### src/rtl/adc_sampler_if.sv
// ---------------------------------------------------------------------------
// adc_sampler_if
// Groups the serial ADC bus and the sample stream handshake of adc_sampler.
//   adc_clk      : divided serial clock towards the ADC
//   adc_conv     : conversion strobe towards the ADC
//   adc_data     : serial data returned by the ADC, MSB first
//   sample_data  : extracted sample towards the consumer
//   sample_valid : sample_data holds an undelivered sample
//   sample_ready : consumer accepts the sample
// master = the sampler side, slave = ADC plus consumer side.
// ---------------------------------------------------------------------------
interface adc_sampler_if #(
    parameter int OUT_BITS = 8
) ();
    logic                adc_clk;
    logic                adc_conv;
    logic                adc_data;
    logic [OUT_BITS-1:0] sample_data;
    logic                sample_valid;
    logic                sample_ready;

    modport master (
        output adc_clk,
        output adc_conv,
        input  adc_data,
        output sample_data,
        output sample_valid,
        input  sample_ready
    );

    modport slave (
        input  adc_clk,
        input  adc_conv,
        output adc_data,
        input  sample_data,
        input  sample_valid,
        output sample_ready
    );
endinterface

### src/rtl/adc_sampler.sv
// ---------------------------------------------------------------------------
// adc_sampler
// Drives a serial ADC: raises adc_conv for CONV_CYCLES adc_clk periods, then
// clocks in a FRAME_BITS frame (MSB first), extracts OUT_BITS after LEAD_PAD
// leading pad bits and offers the result on a valid/ready stream. A sample
// that completes while the previous one is still pending is dropped and the
// sticky overrun flag is raised.
// Ports:
//   osc_clk       : sole clock, all logic on the rising edge
//   reset         : synchronous, active-high, overrides every other input
//   start         : single-shot frame request, only looked at in IDLE
//   continuous    : level, back-to-back frames while high
//   clear_overrun : clears the sticky overrun flag (a new drop wins)
//   overrun       : sticky, a completed sample was dropped
//   busy          : high whenever the FSM is not in IDLE
//   bus           : serial ADC bus plus sample stream (adc_sampler_if.master)
// ---------------------------------------------------------------------------
module adc_sampler #(
    parameter int CLK_DIV     = 64,
    parameter int FRAME_BITS  = 16,
    parameter int LEAD_PAD    = 2,
    parameter int OUT_BITS    = 8,
    parameter int CONV_CYCLES = 1
) (
    input  logic          osc_clk,
    input  logic          reset,
    input  logic          start,
    input  logic          continuous,
    input  logic          clear_overrun,
    output logic          overrun,
    output logic          busy,
    adc_sampler_if.master bus
);

    // Elaboration-time parameter sanity
    generate
        if (LEAD_PAD + OUT_BITS > FRAME_BITS) begin : g_bad_extract
            $error("adc_sampler: LEAD_PAD + OUT_BITS must not exceed FRAME_BITS");
        end
        if (CLK_DIV < 1) begin : g_bad_div
            $error("adc_sampler: CLK_DIV must be at least 1");
        end
        if (CONV_CYCLES < 1) begin : g_bad_conv
            $error("adc_sampler: CONV_CYCLES must be at least 1");
        end
        if (OUT_BITS < 1) begin : g_bad_out
            $error("adc_sampler: OUT_BITS must be at least 1");
        end
    endgenerate

    localparam int DIV_W  = (CLK_DIV > 1) ? $clog2(CLK_DIV) : 1;
    localparam int BIT_W  = $clog2(FRAME_BITS + 1);
    localparam int CONV_W = (CONV_CYCLES > 1) ? $clog2(CONV_CYCLES) : 1;

    localparam logic [DIV_W-1:0]  DIV_LAST  = DIV_W'(CLK_DIV - 1);
    localparam logic [CONV_W-1:0] CONV_LAST = CONV_W'(CONV_CYCLES - 1);
    localparam logic [BIT_W-1:0]  BIT_LAST  = BIT_W'(FRAME_BITS);
    localparam logic [BIT_W-1:0]  KEEP_LO   = BIT_W'(LEAD_PAD);
    localparam logic [BIT_W-1:0]  KEEP_END  = BIT_W'(LEAD_PAD + OUT_BITS);

    typedef enum logic [1:0] {
        ST_IDLE  = 2'd0,
        ST_CONV  = 2'd1,
        ST_SHIFT = 2'd2,
        ST_DONE  = 2'd3
    } state_t;

    state_t              state_r;
    logic [DIV_W-1:0]    div_cnt_r;
    logic [CONV_W-1:0]   conv_cnt_r;
    logic [BIT_W-1:0]    bit_cnt_r;
    logic [OUT_BITS-1:0] shift_r;
    logic                load_pend_r;
    logic                adc_clk_r;
    logic                adc_conv_r;
    logic [OUT_BITS-1:0] sample_data_r;
    logic                sample_valid_r;
    logic                overrun_r;
    logic                busy_r;

    logic                div_tick_s;
    logic                clk_rise_s;
    logic                clk_fall_s;
    logic                keep_bit_s;
    logic                accept_s;
    logic [OUT_BITS-1:0] shift_next_s;

    // The divider counter runs only in CONV/SHIFT; a tick toggles adc_clk,
    // so the edge about to happen is decided by the current adc_clk level.
    assign div_tick_s = (div_cnt_r == DIV_LAST);
    assign clk_rise_s = div_tick_s & ~adc_clk_r;
    assign clk_fall_s = div_tick_s &  adc_clk_r;

    // Only frame bits inside the extraction window are shifted in; the
    // window index is the count of bits already received in this frame.
    assign keep_bit_s = (bit_cnt_r >= KEEP_LO) && (bit_cnt_r < KEEP_END);

    // A finished frame is taken unless an undelivered sample is still held.
    assign accept_s = ~sample_valid_r | bus.sample_ready;

    generate
        if (OUT_BITS > 1) begin : g_shift_wide
            assign shift_next_s = {shift_r[OUT_BITS-2:0], bus.adc_data};
        end else begin : g_shift_one
            assign shift_next_s = bus.adc_data;
        end
    endgenerate

    // Sequencer FSM with divider, bit capture and output stream registers
    always_ff @(posedge osc_clk) begin
        if (reset) begin
            state_r        <= ST_IDLE;
            div_cnt_r      <= {DIV_W{1'b0}};
            conv_cnt_r     <= {CONV_W{1'b0}};
            bit_cnt_r      <= {BIT_W{1'b0}};
            shift_r        <= {OUT_BITS{1'b0}};
            load_pend_r    <= 1'b0;
            adc_clk_r      <= 1'b0;
            adc_conv_r     <= 1'b0;
            sample_data_r  <= {OUT_BITS{1'b0}};
            sample_valid_r <= 1'b0;
            overrun_r      <= 1'b0;
            busy_r         <= 1'b0;
        end else begin
            // Handshake retires the held sample; data stays as it was.
            if (sample_valid_r && bus.sample_ready) begin
                sample_valid_r <= 1'b0;
            end
            if (clear_overrun) begin
                overrun_r <= 1'b0;
            end
            // The sample accepted in DONE is published one edge later. The
            // shift register cannot change in between because the next
            // capture is at least one adc_clk half-period into SHIFT.
            load_pend_r <= 1'b0;
            if (load_pend_r) begin
                sample_data_r  <= shift_r;
                sample_valid_r <= 1'b1;
            end

            case (state_r)
                ST_IDLE: begin
                    div_cnt_r  <= {DIV_W{1'b0}};
                    adc_clk_r  <= 1'b0;
                    adc_conv_r <= 1'b0;
                    busy_r     <= 1'b0;
                    if (start || continuous) begin
                        state_r    <= ST_CONV;
                        adc_conv_r <= 1'b1;
                        busy_r     <= 1'b1;
                        conv_cnt_r <= {CONV_W{1'b0}};
                        bit_cnt_r  <= {BIT_W{1'b0}};
                    end
                end

                ST_CONV: begin
                    if (div_tick_s) begin
                        div_cnt_r <= {DIV_W{1'b0}};
                        adc_clk_r <= ~adc_clk_r;
                    end else begin
                        div_cnt_r <= div_cnt_r + DIV_W'(1);
                    end
                    // Each falling edge closes one adc_clk period.
                    if (clk_fall_s) begin
                        if (conv_cnt_r == CONV_LAST) begin
                            state_r    <= ST_SHIFT;
                            adc_conv_r <= 1'b0;
                            conv_cnt_r <= {CONV_W{1'b0}};
                        end else begin
                            conv_cnt_r <= conv_cnt_r + CONV_W'(1);
                        end
                    end
                end

                ST_SHIFT: begin
                    if (div_tick_s) begin
                        div_cnt_r <= {DIV_W{1'b0}};
                        adc_clk_r <= ~adc_clk_r;
                    end else begin
                        div_cnt_r <= div_cnt_r + DIV_W'(1);
                    end
                    if (clk_rise_s) begin
                        bit_cnt_r <= bit_cnt_r + BIT_W'(1);
                        if (keep_bit_s) begin
                            shift_r <= shift_next_s;
                        end
                    end
                    // The falling edge after the last rising edge ends the
                    // frame; the divider has just wrapped to 0 with adc_clk low.
                    if (clk_fall_s && (bit_cnt_r == BIT_LAST)) begin
                        state_r   <= ST_DONE;
                        bit_cnt_r <= {BIT_W{1'b0}};
                    end
                end

                ST_DONE: begin
                    div_cnt_r <= {DIV_W{1'b0}};
                    adc_clk_r <= 1'b0;
                    // A drop raises overrun after the clear above: set wins.
                    if (accept_s) begin
                        load_pend_r <= 1'b1;
                    end else begin
                        overrun_r <= 1'b1;
                    end
                    if (continuous) begin
                        state_r    <= ST_CONV;
                        adc_conv_r <= 1'b1;
                        conv_cnt_r <= {CONV_W{1'b0}};
                    end else begin
                        state_r <= ST_IDLE;
                        busy_r  <= 1'b0;
                    end
                end

                default: begin
                    state_r    <= ST_IDLE;
                    div_cnt_r  <= {DIV_W{1'b0}};
                    conv_cnt_r <= {CONV_W{1'b0}};
                    bit_cnt_r  <= {BIT_W{1'b0}};
                    adc_clk_r  <= 1'b0;
                    adc_conv_r <= 1'b0;
                    busy_r     <= 1'b0;
                end
            endcase
        end
    end

    assign bus.adc_clk      = adc_clk_r;
    assign bus.adc_conv     = adc_conv_r;
    assign bus.sample_data  = sample_data_r;
    assign bus.sample_valid = sample_valid_r;
    assign overrun          = overrun_r;
    assign busy             = busy_r;

endmodule
### src/flat_wrapper.sv
// flat-port wrapper written by rule: the top's interface ports become plain ports
module adc_sampler_flat 
#(
    parameter int CLK_DIV     = 64,
    parameter int FRAME_BITS  = 16,
    parameter int LEAD_PAD    = 2,
    parameter int OUT_BITS    = 8,
    parameter int CONV_CYCLES = 1
)
  (osc_clk, reset, start, continuous, clear_overrun, overrun, busy, bus_adc_clk, bus_adc_conv, bus_adc_data, bus_sample_data, bus_sample_valid, bus_sample_ready);
  adc_sampler_if #(.OUT_BITS(OUT_BITS)) bus_i ();
  input  logic osc_clk;
  input  logic reset;
  input  logic start;
  input  logic continuous;
  input  logic clear_overrun;
  output logic overrun;
  output logic busy;
  output wire logic [$bits(bus_i.adc_clk)-1:0] bus_adc_clk;
  output wire logic [$bits(bus_i.adc_conv)-1:0] bus_adc_conv;
  input wire logic [$bits(bus_i.adc_data)-1:0] bus_adc_data;
  output wire logic [$bits(bus_i.sample_data)-1:0] bus_sample_data;
  output wire logic [$bits(bus_i.sample_valid)-1:0] bus_sample_valid;
  input wire logic [$bits(bus_i.sample_ready)-1:0] bus_sample_ready;
  assign bus_adc_clk = bus_i.adc_clk;
  assign bus_adc_conv = bus_i.adc_conv;
  assign bus_i.adc_data = bus_adc_data;
  assign bus_sample_data = bus_i.sample_data;
  assign bus_sample_valid = bus_i.sample_valid;
  assign bus_i.sample_ready = bus_sample_ready;
  adc_sampler #(.CLK_DIV(CLK_DIV), .FRAME_BITS(FRAME_BITS), .LEAD_PAD(LEAD_PAD), .OUT_BITS(OUT_BITS), .CONV_CYCLES(CONV_CYCLES)) u_core (.osc_clk(osc_clk), .reset(reset), .start(start), .continuous(continuous), .clear_overrun(clear_overrun), .overrun(overrun), .busy(busy), .bus(bus_i));
endmodule
### config.mk
export PLATFORM = sky130hd
export DESIGN_NAME = adc_sampler_flat
export DESIGN_NICKNAME = d
export VERILOG_FILES = /design/src/rtl/adc_sampler_if.sv /design/src/rtl/adc_sampler.sv /design/src/flat_wrapper.sv
export SDC_FILE = /design/constraint.sdc
export NUM_CORES = 1
export LEC_CHECK = 0
export ABC_CLOCK_PERIOD_IN_PS = 2000
export CORE_MARGIN = 8
export CORE_UTILIZATION = 49
export CTS_CLUSTER_DIAMETER = 150
export DETAILED_ROUTE_END_ITERATION = 6
export PLACE_DENSITY = 0.74
export SLEW_MARGIN = 15
export SYNTH_ARGS = -nofsm -noshare
export SYNTH_HDL_FRONTEND = slang
export SYNTH_SLANG_ARGS = --single-unit
### constraint.sdc
create_clock -name osc_clk -period 2 [get_ports osc_clk]
set_clock_uncertainty 0.15 [all_clocks]
set_input_delay 0.2 -clock osc_clk [delete_from_list [all_inputs] [get_ports osc_clk]]
set_output_delay 0.2 -clock osc_clk [all_outputs]
set_load 0.1 [all_outputs]
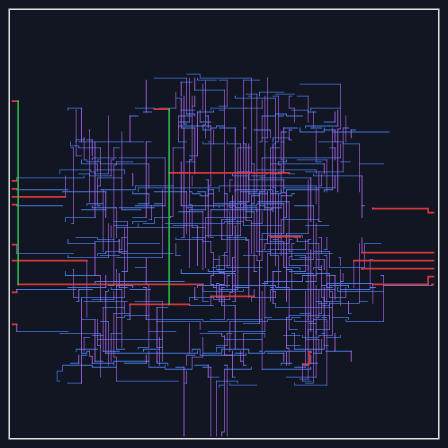
**Above:** run 1 (metal layers overlaid).
- purple: metal 2 (wire length 1710 um)
- blue: metal 1 (wire length 1510 um)
- red: metal 3 (wire length 168 um)
- green: metal 4 (wire length 64.6 um)
routed wire length: 3460 um
drt wl/cell: 13.6 um
vias: 1307
Global Route Usage Sum: 0.138

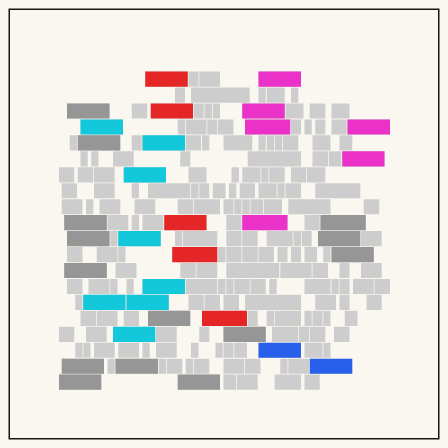
**Above:** run 1 (sequential cells grouped by signal name).
- cyan: u_core.shift_r (flops 8)
- magenta: u_core.div_cnt_r (flops 6; where north)
- red: u_core.bit_cnt_r (flops 5)
- blue: u_core.state_r (flops 2)
- not colored: 14
final core utilization: 0.676
storage element area: 707 um^2

==> Slide: Implementation Results, run 1 <==
Flow Results at a Glance

Synthesis
  • Dominant combinational family: simple AND/OR/NAND/NOR gates
  • Syn Area/Cell: 9.53 um^2
  • Area of the mapped netlist: 0.00159 mm^2
  • Async SR Flop Fraction: 0
  • Adder-cell share of the synthesized area: 0.0550
  • Xor+xnor area frac: 0.0330
  • Multiplexer share: 0.129
  • Post-synth area from yosys stat: ~0.0016 mm^2
  • Commonest flop: dfxtp_1
  • Synth Register Bits: 35
  • Synth Seq Share: 0.440
  • AO/OA Area Share: 0.105

Clock network
  • Hold-fix buffers, CTS: 0
  • Clock buffer count from CTS: 5
  • Sink Count: 35
  • Worst skew pair latency: 0.34 ns
  • Post-CTS Repair Setup Buffers: 3
  • Clock Pin Slew Worst Setup and Hold Paths: 0.11 ns

Detailed routing
  • Post-route DRC: 0
  • Drt initial violations: 78
  • Antenna-violating nets left: 0
  • DRT Pass-1 Iters: 4

Cells and area
  • Ant diodes: 0
  • Fillers: about 240
  • MI comb area: 897 um^2
  • Ratio of cells with drive above 1 in the final layout: 0.300
  • Nets: 223

Floorplanning
  • Floorplan core density: 0.517
  • IO Count: 20
  • FP Rows: 20
  • Die area: 0.00533 mm^2

Global route
  • Number of global-route vias before repair: 1360
  • First-pass GRT wire length: 5710 um
  • Gr ovfl total: 0

Worst setup path
  • Slowest CP cell: dfxtp_2
  • Slowest stage delay, CP: 0.35 ns
  • Worst-path cell chain: inv_2, ha_4, nand4bb_4, a211o_1, a221oi_4, buf_4, mux2_4, nor2_1
  • Top delay family on crit path: AND-OR/OR-AND gates
  • CP Max Fanout: 3

Timing
  • Final-report max-slew violation count: 0
  • # setup viols final: 5
  • Final setup margin: -0.0436 ns
  • Peak Freq: 489 MHz

Job
  • Max Cap Violations: 0
  • Tool Warnings: 32

Placement
  • Worst slack at placement: -0.0675 ns
  • Cells after DPL: roughly 240

Power and ir drop
  • Power per cell area: 942 mW/mm^2
  • Combinational share of power: 0.403
  • Internal Power: 1220 uW
  • Clock Power Share: 0.190
  • Seq pwr share: 0.407

Status
  • Status: finished, violations left
  • Violations in the final reports: negative setup slack
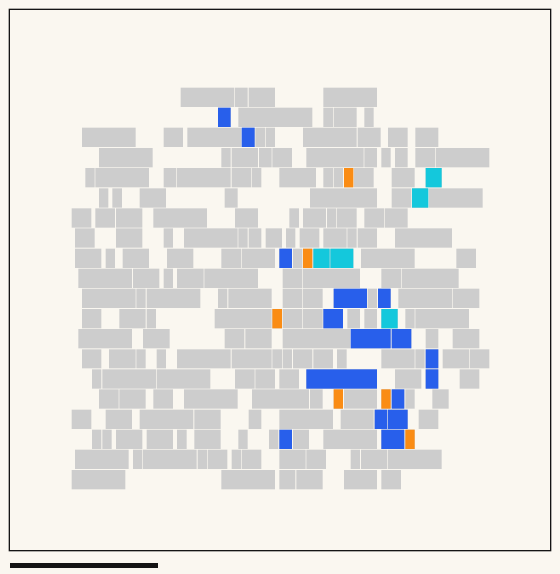
**Above:** run 1 (gate families picked out).
Scale bar: 20 um.
- cyan: and/or cells (cells 5)
- orange: inv cells (cells 6)
- blue: aoi and oai cells (cells 16)
most numerous logic cell after layout: nor2_1
fin cells: 254

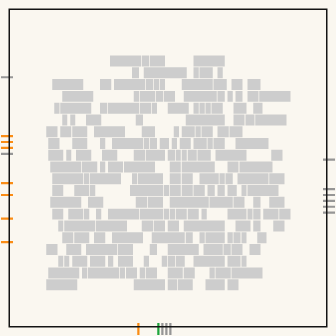
**Above:** run 1 (I/O pins on the die edge).
Pins as bars across the die edge, other pins in gray.
- green: bus_sample_valid (pins 1; direction output; edge south)
- orange: bus_sample_data (pins 8; direction output; edge 7 west, 1 south)
- all pins by edge: 9 west, 6 east, 5 south
die height: 73.0 um
number of port buffers: 19
Die X: 73.0 um

==> run 1: path summary, 6_finish.rpt <==
check                                  from                         to  slack, ns  cells after the start
setup / recovery        u_core.bit_cnt_r[0]        u_core.bit_cnt_r[1]      -0.04                      8
hold / removal                 bus_adc_data          u_core.shift_r[0]       0.34                      3
hold reg to reg   u_core.bus.sample_data[7]  u_core.bus.sample_data[7]       0.36                      2
setup reg to reg        u_core.bit_cnt_r[0]        u_core.bit_cnt_r[1]      -0.04                      8
==> run 1: routing by layer <==
layer / wire length, um / up-vias / global-route usage
met5: 0 / - / 0
met4: 64 / 0 / 0.0889
met3: 168 / 5 / 0.0577
met2: 1710 / 25 / 0.238
met1: 1510 / 619 / 0.133
li1: - / 658 / -
==> run 1: cell usage after synthesis, types with 2 or more instances <==
cell,number,area share
dfxtp_1,35,0.44
nor2_1,35,0.083
mux2i_1,19,0.12
nand2_1,8,0.019
ha_1,7,0.055
clkbuf_1,6,0.014
inv_1,6,0.014
nand3_1,6,0.019
a21oi_1,5,0.016
xor2_1,4,0.022
nor2b_1,3,0.012
nor3_1,3,0.0094
o21ai_0,3,0.0094
a211oi_1,2,0.0094
a21bo_2,2,0.013
and2_1,2,0.0079
nor3b_1,2,0.0094
xnor2_1,2,0.011
==> run 1: stage by stage <==
step	total power [uW]	cell area, um^2	hold WS [ns]	TNS, ns
global route	2070	2080	0.357	-0.702
floorplan	1280	1600	0.197	0
finish	1960	2080	0.339	-0.137
global placement	1480	1940	0.326	-0.0366
detailed placement	1490	1940	0.339	-0.153
CTS	1890	2030	0.323	-0.0755
==> run 1: area by class of cell <==
cell class              instances  share of cell area
multi-input cells             120               0.431
flip-flops and latches         35               0.340
repair buffers                 41               0.167
well taps                      44              0.0264
clock buffers                   5              0.0180
inverters                       6              0.0108
clock inverters                 3             0.00721
==> run 2, diff against run 1 <==
--- a/config.mk
+++ b/config.mk
@@ -5,13 +5,14 @@
 export SDC_FILE = /design/constraint.sdc
 export NUM_CORES = 1
 export LEC_CHECK = 0
-export ABC_CLOCK_PERIOD_IN_PS = 2000
+export ABC_CLOCK_PERIOD_IN_PS = 2600
 export CORE_MARGIN = 8
-export CORE_UTILIZATION = 49
+export CORE_UTILIZATION = 58
 export CTS_CLUSTER_DIAMETER = 150
 export DETAILED_ROUTE_END_ITERATION = 6
-export PLACE_DENSITY = 0.74
+export PLACE_DENSITY = 0.82
 export SLEW_MARGIN = 15
 export SYNTH_ARGS = -nofsm -noshare
 export SYNTH_HDL_FRONTEND = slang
 export SYNTH_SLANG_ARGS = --single-unit
+export TNS_END_PERCENT = 50
==> constraint.sdc (replaced) <==
create_clock -name osc_clk -period 2.6 [get_ports osc_clk]
set_clock_uncertainty 0.15 [all_clocks]
set_input_delay 0.26 -clock osc_clk [delete_from_list [all_inputs] [get_ports osc_clk]]
set_output_delay 0.26 -clock osc_clk [all_outputs]
set_load 0.1 [all_outputs]
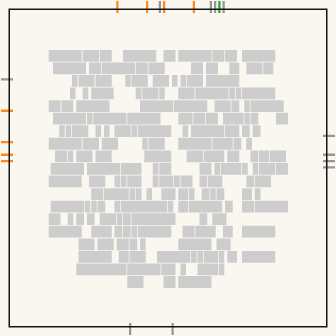
**Above:** run 2 (I/O pins on the die edge).
Pins as bars across the die edge, other pins in gray.
- green: bus_sample_valid (pins 1; direction output; edge north)
- orange: bus_sample_data (pins 8; direction output; edge 4 north, 4 west)
- all pins by edge: 9 north, 5 west, 4 east, 2 south
die height: 68.4 um
Die X: 68.4 um

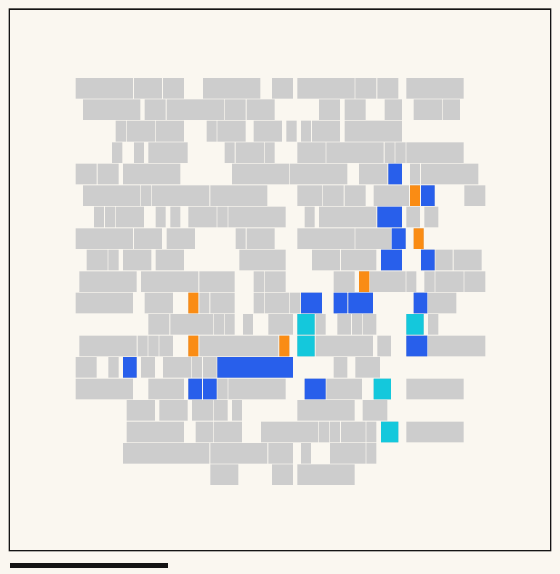
**Above:** run 2 (gate families picked out).
Scale bar: 20 um.
- cyan: and/or cells (cells 5)
- orange: inv cells (cells 6)
- blue: aoi and oai cells (cells 16)
fin cells: 220
logic share of the area: 0.455

==> run 2 against run 1 <==
Against the previous run: the run now ends clean; fmax fell by 8.3%; synthesized cell count did not move; non-clock buffer count fell by 21; core utilization rose by 1.6 points; via count fell by 8.3%; critical path depth fell by 2; critical endpoint unchanged.
==> Slide: Implementation Results, run 2 <==
Flow Results at a Glance

Detailed routing
  • Antenna-violating nets left: 0 (unchanged)
  • Routed wire length: 3010 um (-13%)
  • Post-route DRC: 0 (unchanged)
  • Drt wl/cell: 13.7 um (+0.44%)
  • DRT Pass-1 Iters: 4 (unchanged)
  • Drt initial violations: 47 (-40%)
  • Vias: 1198 (-8.3%)
  • DR vias/cell: 5.45

Power and ir drop
  • Power per cell area: 788 mW/mm^2 (-16%)
  • Final Power: 1460 uW (-25%)
  • Leakage: between 0.0007 and 0.0008 uW

Timing
  • Part of the cycle the worst path needs: 0.857
  • Slew at the pin closest to its max-slew limit: 0.598 ns
  • Final hold violations: 0
  • Final-report max-slew violation count: 0 (unchanged)
  • # setup viols final: 0 (-5)
  • Final hold slack: 0.323 ns (-0.0166 ns)
  • Peak Freq: 449 MHz (-8.3%)
  • Slew HR: 0.600
  • RSZ-0062 raised after global routing: no
  • Final setup TNS: 0 ns (+0.137 ns)

Floorplanning
  • Floorplan core density: 0.592 (+0.0754)
  • FP Rows: 19 (-5.0%)
  • IO Count: 20 (unchanged)
  • Die area: 0.00468 mm^2 (-12%)
  • # Taps: 31 (-30%)

Synthesis
  • Synth unique cells: 35
  • Top cells by area: dfxtp_1, mux2i_1, nor2_1
  • Yosys warns: 0
  • Synth Seq Share: 0.440 (unchanged)
  • Area share, top type: 0.440 (unchanged)
  • Leading area contributor after synthesis: dfxtp_1
  • Synth Register Bits: 35 (unchanged)
  • Most frequent cells after synthesis: dfxtp_1, nor2_1, mux2i_1, nand2_1, ha_1
  • Mapped Cells: 167
  • Syn Area/Cell: 9.53 um^2 (unchanged)
  • Async SR Flop Fraction: 0 (unchanged)
  • Area of the mapped netlist: 0.00159 mm^2 (unchanged)
  • Post-synth area from yosys stat: 0.00159 mm^2 (unchanged)
  • Commonest flop: dfxtp_1

Worst setup path
  • Startpoint Class: register
  • Flop-to-flop setup slack: 0.37 ns (+0.41 ns)
  • Crit. End Element: register
  • Top delay family on crit path: AND-OR/OR-AND gates
  • Crit path required time: 2.72 ns
  • CP Max Fanout: 8 (+5)
  • Slowest stage delay, CP: 0.46 ns (+0.11 ns)
  • Worst-path cell chain: ha_1, nand4_2, a211o_1, a221oi_4, mux2_4, nor2_1
  • Crit Path Category: register to register
  • Slowest CP cell: a221oi_4

Global route
  • Global routing usage on met1: 0.144 (+0.0111)
  • Grt met3 use: 0.0638 (+0.00614)
  • Global Route Usage Sum: 0.143 (+0.00423)
  • Most used routing layer in global routing: met2
  • Initial antenna violation count: 0
  • First-pass GRT wire length: 4980 um (-13%)
  • Largest net degree at the start of global routing: 18
  • M2 GR Usage: 0.246 (+0.00789)
  • Number of global-route vias before repair: 1212 (-11%)
  • Gr ovfl total: 0 (unchanged)

Cells and area
  • Storage element area: 701 um^2 (-0.88%)
  • Top class by area: logic gates
  • Ratio of cells with drive above 1 in the final layout: 0.153 (-0.147)
  • Nets: 202 (-9.4%)
  • Fillers: 207 (-15%)
  • Ant diodes: 0 (unchanged)
  • Inverters, non-clock: 6 (unchanged)
  • Comb gates: 120 (unchanged)
  • Seq/total area: 0.377 (+0.0373)
  • Clock-cell share of area: 0.0464 (+0.0212)
  • MI comb area: 846 um^2 (-5.7%)
  • Signal buffers: 20 (-51%)
  • Final-layout non-clock buffer area share: 0.0888 (-0.0782)
  • Flop count: 35 (unchanged)

Clock network
  • Post-CTS Repair Setup Buffers: 0 (-3)
  • Hold-fix buffers, CTS: 0 (unchanged)
  • TritonCTS clock tree: done
  • Clock Pin Slew Worst Setup and Hold Paths: 0.10 ns (about the same)
  • Htree depth: 2

Job
  • Tool Warnings: 30 (-6.3%)
  • Max Cap Violations: 0 (unchanged)

Status
  • Status: finished, final reports clean

Placement
  • Number of port buffers: 19 (unchanged)
  • Hpwl dp: ~2200 um

Hold path
  • Type of the most critical hold path: register to register
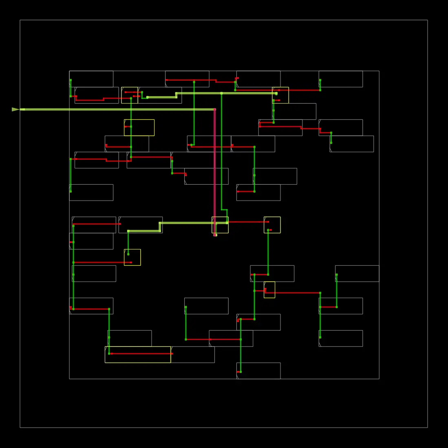
**Above:** run 2 (clock wiring as the flow saved it).
Sink Count: 35
clock buffer count from CTS: 5
# clk buffers: 6
Clk power: 402 uW
worst skew pair latency: 0.33 ns

-- run 2: cell counts after synthesis --
No cell type changed its count.
-- run 2: path summary, 6_finish.rpt --
path                                           from             endpoint  cells after the start
worst max register to register  u_core.div_cnt_r[0]  u_core.bit_cnt_r[1]                      6
worst max-delay path            u_core.div_cnt_r[0]  u_core.bit_cnt_r[1]                      6
worst min register to register  u_core.div_cnt_r[0]  u_core.div_cnt_r[0]                      1
worst min-delay path            u_core.div_cnt_r[0]  u_core.div_cnt_r[0]                      1
-- run 2: report_power, final --
| group | switching, uW | internal, uW | total, uW |
|---|---|---|---|
| Clock | 175 | 227 | 402 |
| Sequential | 40.9 | 577 | 618 |
| Combinational | 293 | 152 | 445 |
| Total | 509 | 956 | 1460 |
-- run 2: routing by layer --
metal | routed length (um) | up-vias | part of all wire
met5 | 0 | - | 0
met4 | 21 | 0 | 0.0070
met3 | 145 | 2 | 0.048
met2 | 1500 | 24 | 0.50
met1 | 1350 | 556 | 0.45
li1 | - | 616 | -
-- run 2: stage by stage --
step	util	instances	setup WS, ns	cell area (um^2)
floorplan	-	167	0.237	1590
global placement	0.660	212	0.488	1770
detailed placement	0.660	212	0.382	1770
CTS	0.692	220	0.357	1860
global route	0.692	220	0.199	1860
finish	0.692	220	0.371	1860
-- run 2: cells by family (layout without fill, tap and decap cells) --
family,after synthesis,after routing,synth area share
multiplexers,20,20,0.129
buffers and inverters,12,34,0.0283
adder cells (fa/ha/maj),7,7,0.0550
flip-flops,35,35,0.440
AND-OR/OR-AND,21,21,0.105
AND/OR/NAND/NOR,66,66,0.210
XOR/XNOR,6,6,0.0330
Power is estimated from default activity; no workload was simulated.
